### Pin placement, run 1

Scale bar: 50 um. Pins as bars across the die edge, other pins in grey.
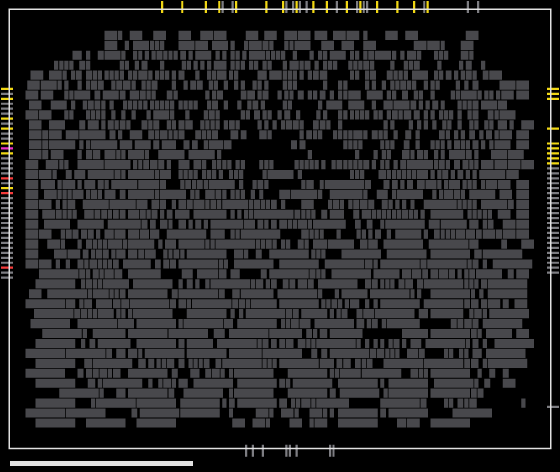
### The metal 1 layer, run 1

Scale bar: 50 um.
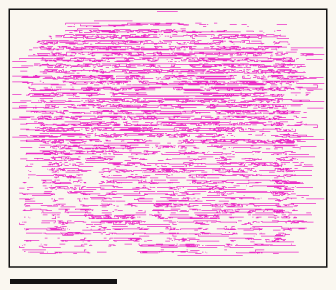
### Zoomed window, run 1

Scale bar: 20 um. Region (49, 59) to (99, 109) um. Cells in grey, sequential cells in the stronger grey; small squares are vias.
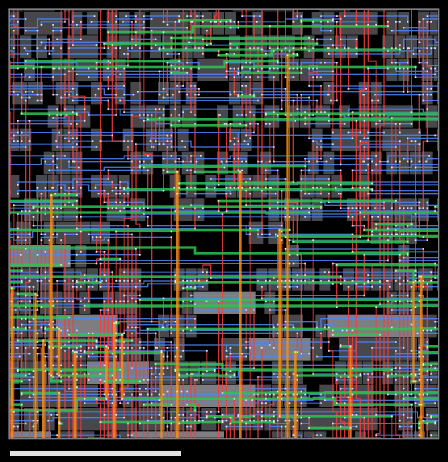
### Register map, names as in the netlist, run 1

Scale bar: 50 um.
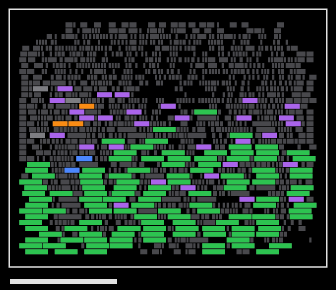
==> src/rtl/pc_unit_if.sv <==
// Control-unit <-> PC unit bundle: next-PC select, targets, fetch address and RAS status.
interface pc_unit_if #(
  parameter int WIDTH     = 32,
  parameter int RAS_DEPTH = 4
);
  logic                         stall;
  logic [2:0]                   PCsrc;
  logic [WIDTH-1:0]             Result;
  logic [WIDTH-1:0]             ImmOp;
  logic [WIDTH-1:0]             PC;
  logic [$clog2(RAS_DEPTH):0]   ras_count;
  logic                         ras_overflow;
  logic                         ras_underflow;
  logic                         misaligned;

  modport master (
    output stall, PCsrc, Result, ImmOp,
    input  PC, ras_count, ras_overflow, ras_underflow, misaligned
  );

  modport slave (
    input  stall, PCsrc, Result, ImmOp,
    output PC, ras_count, ras_overflow, ras_underflow, misaligned
  );
endinterface

==> src/rtl/pc_unit.sv <==
// Fetch-stage program counter with stall, call/return via a circular return-address
// stack, and target alignment checking. All outputs are registered.
module pc_unit #(
  parameter int                WIDTH        = 32,
  parameter logic [WIDTH-1:0]  RESET_VECTOR = '0,
  parameter int                INSTR_BYTES  = 4,
  parameter int                RAS_DEPTH    = 4
) (
  input  logic      clk,
  input  logic      rst,
  pc_unit_if.slave  bus
);
  localparam int               PW   = $clog2(RAS_DEPTH);
  localparam int               CW   = PW + 1;
  localparam logic [WIDTH-1:0] STEP = WIDTH'(INSTR_BYTES);
  localparam logic [WIDTH-1:0] LOWM = WIDTH'(INSTR_BYTES - 1);
  localparam logic [CW-1:0]    FULL = CW'(RAS_DEPTH);

  typedef enum logic [2:0] {
    SRC_SEQ    = 3'd0,
    SRC_BRANCH = 3'd1,
    SRC_JUMPR  = 3'd2,
    SRC_CALL   = 3'd3,
    SRC_RET    = 3'd4
  } pcsrc_e;

  logic [WIDTH-1:0] pc_q, seq_pc, tgt, ras_top;
  logic [WIDTH-1:0] ras_mem [RAS_DEPTH];
  logic [PW-1:0]    ptr_q;   // next free slot; top entry lives at ptr_q-1
  logic [CW-1:0]    cnt_q;
  logic             ovf_q, und_q, mis_q;
  logic             push, pop, und_d;

  assign seq_pc  = pc_q + STEP;
  assign ras_top = ras_mem[ptr_q - PW'(1)];

  always_comb begin
    tgt   = seq_pc;
    push  = 1'b0;
    pop   = 1'b0;
    und_d = 1'b0;
    case (bus.PCsrc)
      SRC_BRANCH: tgt = pc_q + bus.ImmOp;
      SRC_JUMPR:  tgt = bus.Result;
      SRC_CALL: begin
        tgt  = pc_q + bus.ImmOp;
        push = 1'b1;
      end
      SRC_RET: begin
        if (cnt_q == '0) begin
          tgt   = bus.Result;
          und_d = 1'b1;
        end else begin
          tgt = ras_top;
          pop = 1'b1;
        end
      end
      default: tgt = seq_pc;
    endcase
  end

  always_ff @(posedge clk) begin
    if (rst) begin
      pc_q  <= RESET_VECTOR;
      ptr_q <= '0;
      cnt_q <= '0;
      ovf_q <= 1'b0;
      und_q <= 1'b0;
      mis_q <= 1'b0;
    end else if (bus.stall) begin
      und_q <= 1'b0;
      mis_q <= 1'b0;
    end else begin
      pc_q  <= tgt & ~LOWM;
      und_q <= und_d;
      mis_q <= |(tgt & LOWM);
      // a push on a full stack wraps the pointer onto the oldest entry
      if (push) begin
        ptr_q <= ptr_q + PW'(1);
        if (cnt_q == FULL) ovf_q <= 1'b1;
        else               cnt_q <= cnt_q + CW'(1);
      end else if (pop) begin
        ptr_q <= ptr_q - PW'(1);
        cnt_q <= cnt_q - CW'(1);
      end
    end
  end

  always_ff @(posedge clk) begin
    if (!rst && !bus.stall && push) ras_mem[ptr_q] <= seq_pc;
  end

  assign bus.PC            = pc_q;
  assign bus.ras_count     = cnt_q;
  assign bus.ras_overflow  = ovf_q;
  assign bus.ras_underflow = und_q;
  assign bus.misaligned    = mis_q;
endmodule
==> src/flat_wrapper.sv <==
// flat-port wrapper written by rule: the top's interface ports become plain ports
module pc_unit_flat 
#(
  parameter int                WIDTH        = 32,
  parameter logic [WIDTH-1:0]  RESET_VECTOR = '0,
  parameter int                INSTR_BYTES  = 4,
  parameter int                RAS_DEPTH    = 4
)
  (clk, rst, bus_stall, bus_PCsrc, bus_Result, bus_ImmOp, bus_PC, bus_ras_count, bus_ras_overflow, bus_ras_underflow, bus_misaligned);
  pc_unit_if #(.WIDTH(WIDTH), .RAS_DEPTH(RAS_DEPTH)) bus_i ();
  input  logic clk;
  input  logic rst;
  input wire logic [$bits(bus_i.stall)-1:0] bus_stall;
  input wire logic [$bits(bus_i.PCsrc)-1:0] bus_PCsrc;
  input wire logic [$bits(bus_i.Result)-1:0] bus_Result;
  input wire logic [$bits(bus_i.ImmOp)-1:0] bus_ImmOp;
  output wire logic [$bits(bus_i.PC)-1:0] bus_PC;
  output wire logic [$bits(bus_i.ras_count)-1:0] bus_ras_count;
  output wire logic [$bits(bus_i.ras_overflow)-1:0] bus_ras_overflow;
  output wire logic [$bits(bus_i.ras_underflow)-1:0] bus_ras_underflow;
  output wire logic [$bits(bus_i.misaligned)-1:0] bus_misaligned;
  assign bus_i.stall = bus_stall;
  assign bus_i.PCsrc = bus_PCsrc;
  assign bus_i.Result = bus_Result;
  assign bus_i.ImmOp = bus_ImmOp;
  assign bus_PC = bus_i.PC;
  assign bus_ras_count = bus_i.ras_count;
  assign bus_ras_overflow = bus_i.ras_overflow;
  assign bus_ras_underflow = bus_i.ras_underflow;
  assign bus_misaligned = bus_i.misaligned;
  pc_unit #(.WIDTH(WIDTH), .RESET_VECTOR(RESET_VECTOR), .INSTR_BYTES(INSTR_BYTES), .RAS_DEPTH(RAS_DEPTH)) u_core (.clk(clk), .rst(rst), .bus(bus_i));
endmodule
==> config.mk <==
export PLATFORM = sky130hd
export DESIGN_NAME = pc_unit_flat
export DESIGN_NICKNAME = d
export VERILOG_FILES = /design/src/rtl/pc_unit_if.sv /design/src/rtl/pc_unit.sv /design/src/flat_wrapper.sv
export SDC_FILE = /design/constraint.sdc
export NUM_CORES = 1
export LEC_CHECK = 0
export ABC_AREA = 1
export ABC_CLOCK_PERIOD_IN_PS = 7700
export CORE_ASPECT_RATIO = 0.8
export CORE_MARGIN = 4
export CORE_UTILIZATION = 62
export CTS_CLUSTER_SIZE = 30
export DETAILED_ROUTE_END_ITERATION = 10
export PLACE_DENSITY = 0.95
export SLEW_MARGIN = 20
export SYNTH_ARGS = -nofsm -noshare
export SYNTH_HDL_FRONTEND = slang
export SYNTH_SLANG_ARGS = --single-unit
==> constraint.sdc <==
create_clock -name clk -period 7.7 [get_ports clk]
set_clock_uncertainty 0.1 [all_clocks]
set_input_delay 0.77 -clock clk [delete_from_list [all_inputs] [get_ports clk]]
set_output_delay 0.77 -clock clk [all_outputs]
set_load 0.03 [all_outputs]
==> ci_impl_report.md, run 1 <==
## PnR job results

| Metric | Value |
|---|---|
| Area fraction in full adders, half adders and majority gates | `4.801%` |
| Power consumed by sequential cells | `0.973 mW` |
| Data arrival time of the worst path | `4.65 ns` |
| Clock latency at the later pin of the worst-skew pair | `0.43 ns` |
| Critical path destination | `u_core.bus.PC[16]` |
| Met3 wirelength from detailed routing | `4187 um` |
| Combinational power | `0.440 mW` |
| Endpoint, Worst Hold | `u_core.bus.ras_overflow` |
| Instance count on the critical path | `10` |
| Drt wl/cell | `19.44 um` |
| Area taken by flip-flops and latches | `4365 sq um` |
| Vias per inst | `6.034` |
| FFs & Latches | `158` |
| Total power after layout | `2.262 mW` |
| Tool warnings | `29` |
| Top FF cell, synth | `edfxtp_1` |
| Result of the run | `completed` |
| Post-CTS sizing | `0` |
| Maximum clock rate | `0.2256 GHz` |
| Int Pwr | `1.557 mW` |
| Clock buffers | `17` |
| Final non-filler cell total | `1600` |
| Overall global routing resource usage | `34.89%` |
| Number of flip-flops under the largest register name | `120` |
| Signal buf overhead | `9.703%` |
| Setup slack of the most critical reg-to-reg path | `3.27 ns` |
| First-pass detailed-route iteration total | `6` |
| Effective utilization at floorplan | `63.93%` |
| Main area contributors | `edfxtp_1, nand2_1, dfxtp_1` |
| Leftover overflow at the end of global routing | `0` |
| Net switching power | `0.7049 mW` |
| EDFF count, synth | `120` |
| CTS Hold Buffers Added | `0` |
| Sink count of the clock tree | `158` |
| Total of flip-flops plus latches after synthesis | `158` |
| Delay contributed by the slowest stage of the critical path | `1.13 ns` |
| Max Cap Viol | `0` |
| Post-layout minimum cycle time | `4.433 ns` |
| Reg with most FFs | `u_core.ras_mem` |
| Power density of the placed cells | `196.2 nW/um^2` |
| Xor-xnor portion of the synthesized cell area | `1.807%` |
| Critical register-to-register path endpoint | `u_core.bus.PC[16]` |
| Sequential cell fraction of total power | `43.0%` |
| Non-clock buffer count in the final layout | `114` |
| FF-to-FF path depth | `10` |
| Inverters, non-clock | `164` |
| Distinct lib cells used | `44` |
| First-pass GRT wire length | `47840 um` |
| TritonCTS buffer count | `17` |
| Slew Limit Fails | `0` |
| Most numerous logic cells after layout | `nand2_1, inv_1, nor2_1` |
| Worst setup slack before clock tree synthesis | `3.476 ns` |
| Fraction of synthesized area in multiplexers | `0%` |
| Detail Route met2 WL | `13600 um` |
| Clock distribution power | `0.849 mW` |
| Share of Yosys cell area claimed by the top area cell type | `37.17%` |
| ANT nets after route | `0` |
| Hold crit path type | `flop to flop` |
| Cell occurring most often along the worst timing path | `nand2_1` |
| Yosys synthesis warning count | `0` |
| Total setup buffers inserted after CTS | `0` |
| Dominant combinational family | `simple AND/OR/NAND/NOR gates` |
| Combinational share of power | `19.5%` |
| Share of flip-flops with an asynchronous set or reset | `0%` |
| Placed insts | `1568` |
| Flop share of the area | `37.87%` |
| Detailed-route wire length on metal 1 | `11820 um` |
| Hold Path Depth | `1` |
| Area of all placed cells without fillers | `11530 sq um` |
| Post-Synthesis Cells | `1281` |
| Startpoint of the tightest hold check path | `u_core.bus.ras_overflow` |
| Level count of the clock H-tree | `4` |
| Hold Worst Slack | `0.4328 ns` |
| Data required time of the worst path | `7.92 ns` |
| RD Place Congestion | `0.9724` |
| Combinational gates | `922` |
| Utilization of the core after routing | `76.02%` |
| Met2 usage | `53.39%` |
| Critical Setup Path Class | `flop to flop` |
| R2r startpoint | `u_core.ptr_q[0]` |
| Final period util | `57.57%` |
| Area fraction in and, or, nand and nor cells after synthesis | `27.50%` |
| Critical path launch point | `u_core.ptr_q[0]` |
| Final hold viol count | `0` |
| MI comb area | `4566 sq um` |
-- 'Pin placement' (at the start) --
[bus_ImmOp] yellow | pins: 32 | direction: input | edge: 16 top, 9 right, 7 left
[bus_misaligned] magenta | pins: 1 | direction: output | edge: left
[bus_ras_count] red | pins: 3 | direction: output | edge: left
all pins by edge: 39 left, 32 right, 29 top, 8 bottom
Chip Height: 119.8 um
number of buffer cells added on primary ports: 105
floorplan die width: 147.8 um

-- 'The metal 1 layer' (at the start) --
nets with wire on the layer: 1372
longest straight run: 37.7 um
share of all routed wire: 38%
met1 global-route usage: 48.35%
via count: 9655
final routed wirelength across all metal layers: 31100 um

-- 'Zoomed window' (at the start) --
[M2] red
[M1] blue
[M3] green
[M4] orange
netlist names of flops here include: u_core.bus.PC (5), u_core.ras_mem (2)
sequential cells in the window: 7
cells with their middle in the window: 297
most frequent: nand2_1 (123), inv_1 (49), nor2_1 (31)

-- 'Register map, names as in the netlist' (at the start) --
[u_core.ras_mem] green | sequential cells: 120
[u_core.bus.ras_count] orange | sequential cells: 3
[u_core.bus.PC] purple | sequential cells: 30
[u_core.ptr_q] blue | sequential cells: 2
not coloured: 3

==> run 1 -> run 2 <==
--- a/config.mk
+++ b/config.mk
@@ -6,13 +6,13 @@
 export NUM_CORES = 1
 export LEC_CHECK = 0
 export ABC_AREA = 1
-export ABC_CLOCK_PERIOD_IN_PS = 7700
+export ABC_CLOCK_PERIOD_IN_PS = 4400
 export CORE_ASPECT_RATIO = 0.8
 export CORE_MARGIN = 4
-export CORE_UTILIZATION = 62
+export CORE_UTILIZATION = 57
 export CTS_CLUSTER_SIZE = 30
 export DETAILED_ROUTE_END_ITERATION = 10
-export PLACE_DENSITY = 0.95
+export PLACE_DENSITY = 0.89
 export SLEW_MARGIN = 20
 export SYNTH_ARGS = -nofsm -noshare
 export SYNTH_HDL_FRONTEND = slang
==> constraint.sdc (replaced) <==
create_clock -name clk -period 4.4 [get_ports clk]
set_clock_uncertainty 0.1 [all_clocks]
set_input_delay 0.44 -clock clk [delete_from_list [all_inputs] [get_ports clk]]
set_output_delay 0.44 -clock clk [all_outputs]
set_load 0.03 [all_outputs]
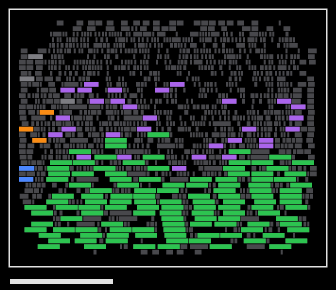
*Register map, names as in the netlist, run 2*
Scale bar: 50 um.
[u_core.ras_mem] green | sequential cells: 120
[u_core.ptr_q] blue | sequential cells: 2
[u_core.bus.ras_count] orange | sequential cells: 3
[u_core.bus.PC] purple | sequential cells: 30
not coloured: 3
flop share of the area: 37.82%
power consumed by sequential cells: 1.70 mW

==> ci_impl_report.md, run 2 <==
## PnR job results

| Metric | Value |
|---|---|
| Tool warnings | `29 (unchanged)` |
| FFs & Latches | `158 (unchanged)` |
| Net switching power | `1.182 mW (+68%)` |
| Detail Route met2 WL | `12950 um (-4.8%)` |
| First-pass detailed-route iteration total | `6 (unchanged)` |
| Floorplan die width | `153.8 um (+4.1%)` |
| Instance count on the critical path | `10 (unchanged)` |
| Level count of the clock H-tree | `4 (unchanged)` |
| Maximum clock rate | `0.3408 GHz (+51%)` |
| Clock distribution power | `1.47 mW (+73%)` |
| Area fraction in full adders, half adders and majority gates | `4.801% (unchanged)` |
| Yosys synthesis warning count | `0 (unchanged)` |
| Uppermost signal routing layer after detailed routing | `met4` |
| Total setup buffers inserted after CTS | `0 (unchanged)` |
| Critical Setup Path Class | `flop to flop` |
| TritonCTS buffer count | `17 (unchanged)` |
| R2r startpoint | `u_core.ptr_q[1]` |
| Leftover overflow at the end of global routing | `0 (unchanged)` |
| Vias per inst | `5.810 (-3.7%)` |
| Hold Path Depth | `1 (unchanged)` |
| Top FF cell, synth | `edfxtp_1` |
| Reg with most FFs | `u_core.ras_mem` |
| Hold crit path type | `flop to flop` |
| Result of the run | `completed` |
| Fraction of synthesized area in multiplexers | `0% (unchanged)` |
| Main area contributors | `edfxtp_1, nand2_1, dfxtp_1` |
| Number of buffer cells added on primary ports | `105 (unchanged)` |
| Clock latency at the later pin of the worst-skew pair | `0.43 ns (about the same)` |
| Drt wl/cell | `18.56 um (-4.5%)` |
| RD Place Congestion | `0.9574 (-1.5%)` |
| CTS Hold Buffers Added | `0 (unchanged)` |
| Sequential cell fraction of total power | `43.2% (+0.2 points)` |
| Worst setup slack before clock tree synthesis | `1.197 ns (-2.279 ns)` |
| Area taken by flip-flops and latches | `4365 sq um (unchanged)` |
| Post-layout minimum cycle time | `2.934 ns (-1.499 ns)` |
| Met3 wirelength from detailed routing | `3441 um (-18%)` |
| Dominant combinational family | `simple AND/OR/NAND/NOR gates` |
| Most numerous logic cells after layout | `nand2_1, inv_1, nor2_1` |
| Post-CTS sizing | `0 (unchanged)` |
| Total of flip-flops plus latches after synthesis | `158 (unchanged)` |
| Non-clock buffer count in the final layout | `116 (+1.8%)` |
| MI comb area | `4568 sq um (about the same)` |
| Int Pwr | `2.760 mW (+77%)` |
| Xor-xnor portion of the synthesized cell area | `1.807% (unchanged)` |
| Critical register-to-register path endpoint | `u_core.bus.PC[18]` |
| Syn_area_per_cell | `7.568 sq um` |
| Final non-filler cell total | `1612 (+0.75%)` |
| Delay contributed by the slowest stage of the critical path | `0.75 ns (-0.38 ns)` |
| Utilization of the core after routing | `69.51% (-6.5 points)` |
| Sink count of the clock tree | `158 (unchanged)` |
| Top cell type by instance count after synthesis | `nand2_1` |
| Data required time of the worst path | `4.67 ns (-3.25 ns)` |
| Met1 global-route usage | `43.93% (-4.4 points)` |
| Critical path destination | `u_core.bus.PC[18]` |
| Data arrival time of the worst path | `3.21 ns (-1.44 ns)` |
| Met2 usage | `44.83% (-8.6 points)` |
| First-pass GRT wire length | `46070 um (-3.7%)` |
| Clock buffers | `17 (unchanged)` |
| Slew Limit Fails | `0 (unchanged)` |
| Chip Height | `124.6 um (+4.0%)` |
| Final period util | `66.68% (+9.1 points)` |
| Signal buf overhead | `9.820% (+0.12 points)` |
| Placed insts | `1580 (+0.77%)` |
| Final hold viol count | `0 (unchanged)` |
| Total power after layout | `3.941 mW (+74%)` |
| Startpoint of the tightest hold check path | `u_core.bus.ras_overflow` |
| Overall global routing resource usage | `30.34% (-4.6 points)` |
| Distinct lib cells used | `44 (unchanged)` |
| Share of flip-flops with an asynchronous set or reset | `0% (unchanged)` |
| Area of all placed cells without fillers | `11540 sq um (+0.13%)` |
==> run 2 -> run 3 <==
--- a/config.mk
+++ b/config.mk
@@ -6,13 +6,13 @@
 export NUM_CORES = 1
 export LEC_CHECK = 0
 export ABC_AREA = 1
-export ABC_CLOCK_PERIOD_IN_PS = 4400
+export ABC_CLOCK_PERIOD_IN_PS = 2460
 export CORE_ASPECT_RATIO = 0.8
 export CORE_MARGIN = 4
-export CORE_UTILIZATION = 57
+export CORE_UTILIZATION = 52
 export CTS_CLUSTER_SIZE = 30
 export DETAILED_ROUTE_END_ITERATION = 10
-export PLACE_DENSITY = 0.89
+export PLACE_DENSITY = 0.86
 export SLEW_MARGIN = 20
 export SYNTH_ARGS = -nofsm -noshare
 export SYNTH_HDL_FRONTEND = slang
==> constraint.sdc (replaced) <==
create_clock -name clk -period 2.46 [get_ports clk]
set_clock_uncertainty 0.1 [all_clocks]
set_input_delay 0.246 -clock clk [delete_from_list [all_inputs] [get_ports clk]]
set_output_delay 0.246 -clock clk [all_outputs]
set_load 0.03 [all_outputs]
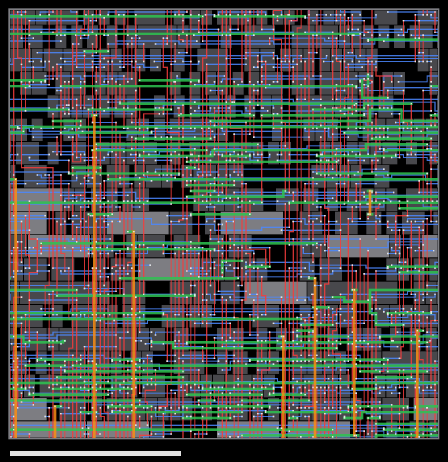
*Zoomed window, run 3*
Scale bar: 20 um. Region (55, 66) to (105, 116) um. Cells in grey, sequential cells in the stronger grey; small squares are vias.
[M3] green
[M1] blue
[M2] red
[M4] orange
sequential cells in the window: 13
cells with their middle in the window: 354
most frequent: nand2_1 (149), inv_1 (47), nor2_1 (31)
netlist names of flops here include: u_core.bus.PC (12), u_core.ras_mem (1)

==> ci_impl_report.md, run 3 <==
## PnR job results

| Metric | Value |
|---|---|
| Level count of the clock H-tree | `4 (unchanged)` |
| Overall global routing resource usage | `29.65% (-0.69 points)` |
| Clock distribution power | `2.50 mW (+70%)` |
| Power consumed by sequential cells | `3.00 mW (+76%)` |
| Share of synthesized area occupied by flip-flops and latches | `45.02%` |
| Leftover overflow at the end of global routing | `0 (unchanged)` |
| Largest contributor to cell area by class | `multi-input combinational cells` |
| Hold Worst Slack | `0.3480 ns` |
| Core region area | `18220 sq um` |
| IR Drop Worst-Case VDD | `0.4542 mV` |
| Delay contributed by the slowest stage of the critical path | `0.44 ns (-0.31 ns)` |
| Max Cap Viol | `0` |
| HPWL after detailed placement | `23300 um` |
| Clock tree from TritonCTS | `yes` |
| Clock Network Area Fraction | `4.473%` |
| Die area | `20910 sq um` |
| Post-CTS sizing | `0 (unchanged)` |
| Post-layout nets | `1562` |
| Data required time of the worst path | `2.67 ns (-2.00 ns)` |
| Placement Cell Area | `11660 sq um` |
| Post-layout minimum cycle time | `2.335 ns (-0.5991 ns)` |
| Maximum buffer depth of the clock tree | `2` |
| Area fraction in and, or, nand and nor cells after synthesis | `27.50%` |
| Inverters, non-clock | `164` |
| Type of destination of the critical path | `flop` |
| Chain of cells forming the critical path | `buf_4, inv_1, nor3_1, and3_1, xor2_1, buf_4, o211ai_1, nand2_1` |
| Startpoint of the tightest hold check path | `bus_Result[1]` |
| Uppermost signal routing layer after detailed routing | `met4` |
| Instance count on the critical path | `8 (-2)` |
| Share of Yosys cell area claimed by the top area cell type | `37.17%` |
| Post-synth design cell area | `9694 sq um` |
| Worst slew pin tran | `0.6362 ns` |
| Number of inserted filler cells in the final layout | `1469` |
| Signal buf overhead | `14.82% (+5.0 points)` |
| Endpoint, Worst Hold | `u_core.bus.misaligned` |
| Net switching power | `2.142 mW (+81%)` |
| Top cell type by instance count after synthesis | `nand2_1` |
| Vias per inst | `5.656 (-2.6%)` |
| Critical path destination | `u_core.bus.PC[12]` |
| Number of well taps | `253` |
| Total power after layout | `7.101 mW (+80%)` |
| Critical path launch point | `u_core.bus.PC[8]` |
| Data arrival time of the worst path | `2.54 ns (-0.67 ns)` |
| Maximum clock rate | `0.4283 GHz (+26%)` |
| Met2 usage | `46.65% (+1.8 points)` |
| Area fraction in full adders, half adders and majority gates | `4.801% (unchanged)` |
| Share of power burned in the clock network | `35.2%` |
| Number of antenna violations at the first check in global routing | `0` |
| Number of buffer cells added on primary ports | `105 (unchanged)` |
| RD Place Congestion | `0.9882 (+3.2%)` |
| Met1 global-route usage | `41.51% (-2.4 points)` |
| Worst-path clk slew | `0.07 ns` |
| Main area contributors | `edfxtp_1, nand2_1, dfxtp_1` |
| Largest net degree at the start of global routing | `64` |
| Detailed-route wire length on metal 1 | `12560 um` |
| Initial drt markers | `1572` |
| Leakage power of the design | `5.397 nW` |
| Root buffer selected by CTS | `clkbuf_16` |
| Met3 Use GR | `6.883%` |
| Sum of buffers and inverters on the critical path | `3` |
| AO/OA Area Share | `12.78%` |
| Power density of the placed cells | `581.0 nW/um^2` |
| Biggest fanout along the worst timing path | `5` |
| Slowest cell on crit path | `nor3_1` |
| Detail Route met2 WL | `14130 um (+9.2%)` |
| CTS Hold Buffers Added | `0 (unchanged)` |
| Floorplan die width | `160.7 um (+4.5%)` |
| First-pass GRT wire length | `48230 um (+4.7%)` |
| Drt wl/cell | `18.36 um (-1.1%)` |
| Share of post-route cells with drive strength above 1 | `9.871%` |
| Int Pwr | `4.960 mW (+80%)` |
| Final period util | `94.92% (+28 points)` |
| Worst setup slack before clock tree synthesis | `-0.02314 ns (-1.220 ns)` |
| R2r startpoint | `u_core.bus.PC[8]` |
| Xor-xnor portion of the synthesized cell area | `1.807% (unchanged)` |
| FF-to-FF path depth | `8` |
| Multi-input combinational area share | `37.35%` |
| TritonCTS buffer count | `17 (unchanged)` |
| Hold Path Depth | `3 (+2)` |
| Dominant combinational family | `simple AND/OR/NAND/NOR gates` |
| Clock buffers | `19 (+2)` |
| Area taken by flip-flops and latches | `4367 sq um (about the same)` |
| Final routed wirelength across all metal layers | `31620 um` |
| Via count | `9740` |
| Fraction of synthesized area in multiplexers | `0% (unchanged)` |
| Slew Limit Fails | `0 (unchanged)` |
| Cell taking the most area after synthesis | `edfxtp_1` |
| Combinational gates | `922` |
| Routing layer with the top usage in global route | `met2` |
| Placed insts | `1688 (+6.8%)` |
| First-pass detailed-route iteration total | `6 (unchanged)` |
| Most numerous logic cells after layout | `nand2_1, inv_1, nor2_1` |
| Row Count | `44` |
| Hold crit path type | `input port to flop` |
| Yosys synthesis warning count | `0 (unchanged)` |
| Chip Height | `130.1 um (+4.4%)` |
| Tool warnings | `30 (+3.4%)` |
| Post-Synthesis Cells | `1281` |
| Reg with most FFs | `u_core.ras_mem` |
| Combinational power | `1.60 mW` |
| Critical register-to-register path endpoint | `u_core.bus.PC[12]` |
| Setup slack of the most critical reg-to-reg path | `0.13 ns` |
| Sequential cell fraction of total power | `42.2% (-1.0 points)` |
| Total setup buffers inserted after CTS | `0 (unchanged)` |
| Effective utilization at floorplan | `53.20%` |
| MI comb area | `4566 sq um (about the same)` |
| Non-clock buffer count in the final layout | `193 (+66%)` |
| Utilization of the core after routing | `67.08% (-2.4 points)` |
| ANT nets after route | `0` |
| Final Worst Setup Slack | `0.1251 ns` |
| Final non-filler cell total | `1722 (+6.8%)` |
| Total of flip-flops plus latches after synthesis | `158 (unchanged)` |
| Syn_area_per_cell | `7.568 sq um (unchanged)` |
| Chip Area, Yosys | `9694 sq um` |
| Combinational share of power | `22.6%` |
| Final hold viol count | `0 (unchanged)` |
| Setup TNS | `0 ns` |
| Distinct lib cells used | `44 (unchanged)` |
| Tightest slew margin relative to the limit | `57.59%` |
| Met3 wirelength from detailed routing | `4058 um (+18%)` |
| Area of all placed cells without fillers | `12220 sq um (+5.9%)` |
| Synth-to-layout area growth | `26.08%` |
| Number of flip-flops under the largest register name | `120` |
| Sink count of the clock tree | `158 (unchanged)` |
| RSZ-0062 raised after global routing | `false` |
| Clock latency at the later pin of the worst-skew pair | `0.44 ns (about the same)` |
| Flop share of the area | `35.73% (-2.1 points)` |
| Most common library cells after synthesis | `nand2_1, inv_1, nor2_1` |
| Most frequent standard cell in the layout excluding fill and tap cells | `nand2_1` |
| Critical Setup Path Class | `flop to flop` |
| Top FF cell, synth | `edfxtp_1` |
| Result of the run | `completed` |
| Share of flip-flops with an asynchronous set or reset | `0% (unchanged)` |
| Number of cells in Yosys stat | `1281` |
| N_diodes | `0` |
| Ports | `108` |
| CP delay by family, top | `simple AND/OR/NAND/NOR gates` |
| CP Launch Type | `flop` |
| FFs & Latches | `158 (unchanged)` |
| Number of global-route vias before repair | `8958` |
Power figures rest on the tool's default switching activity, not on a simulated workload.
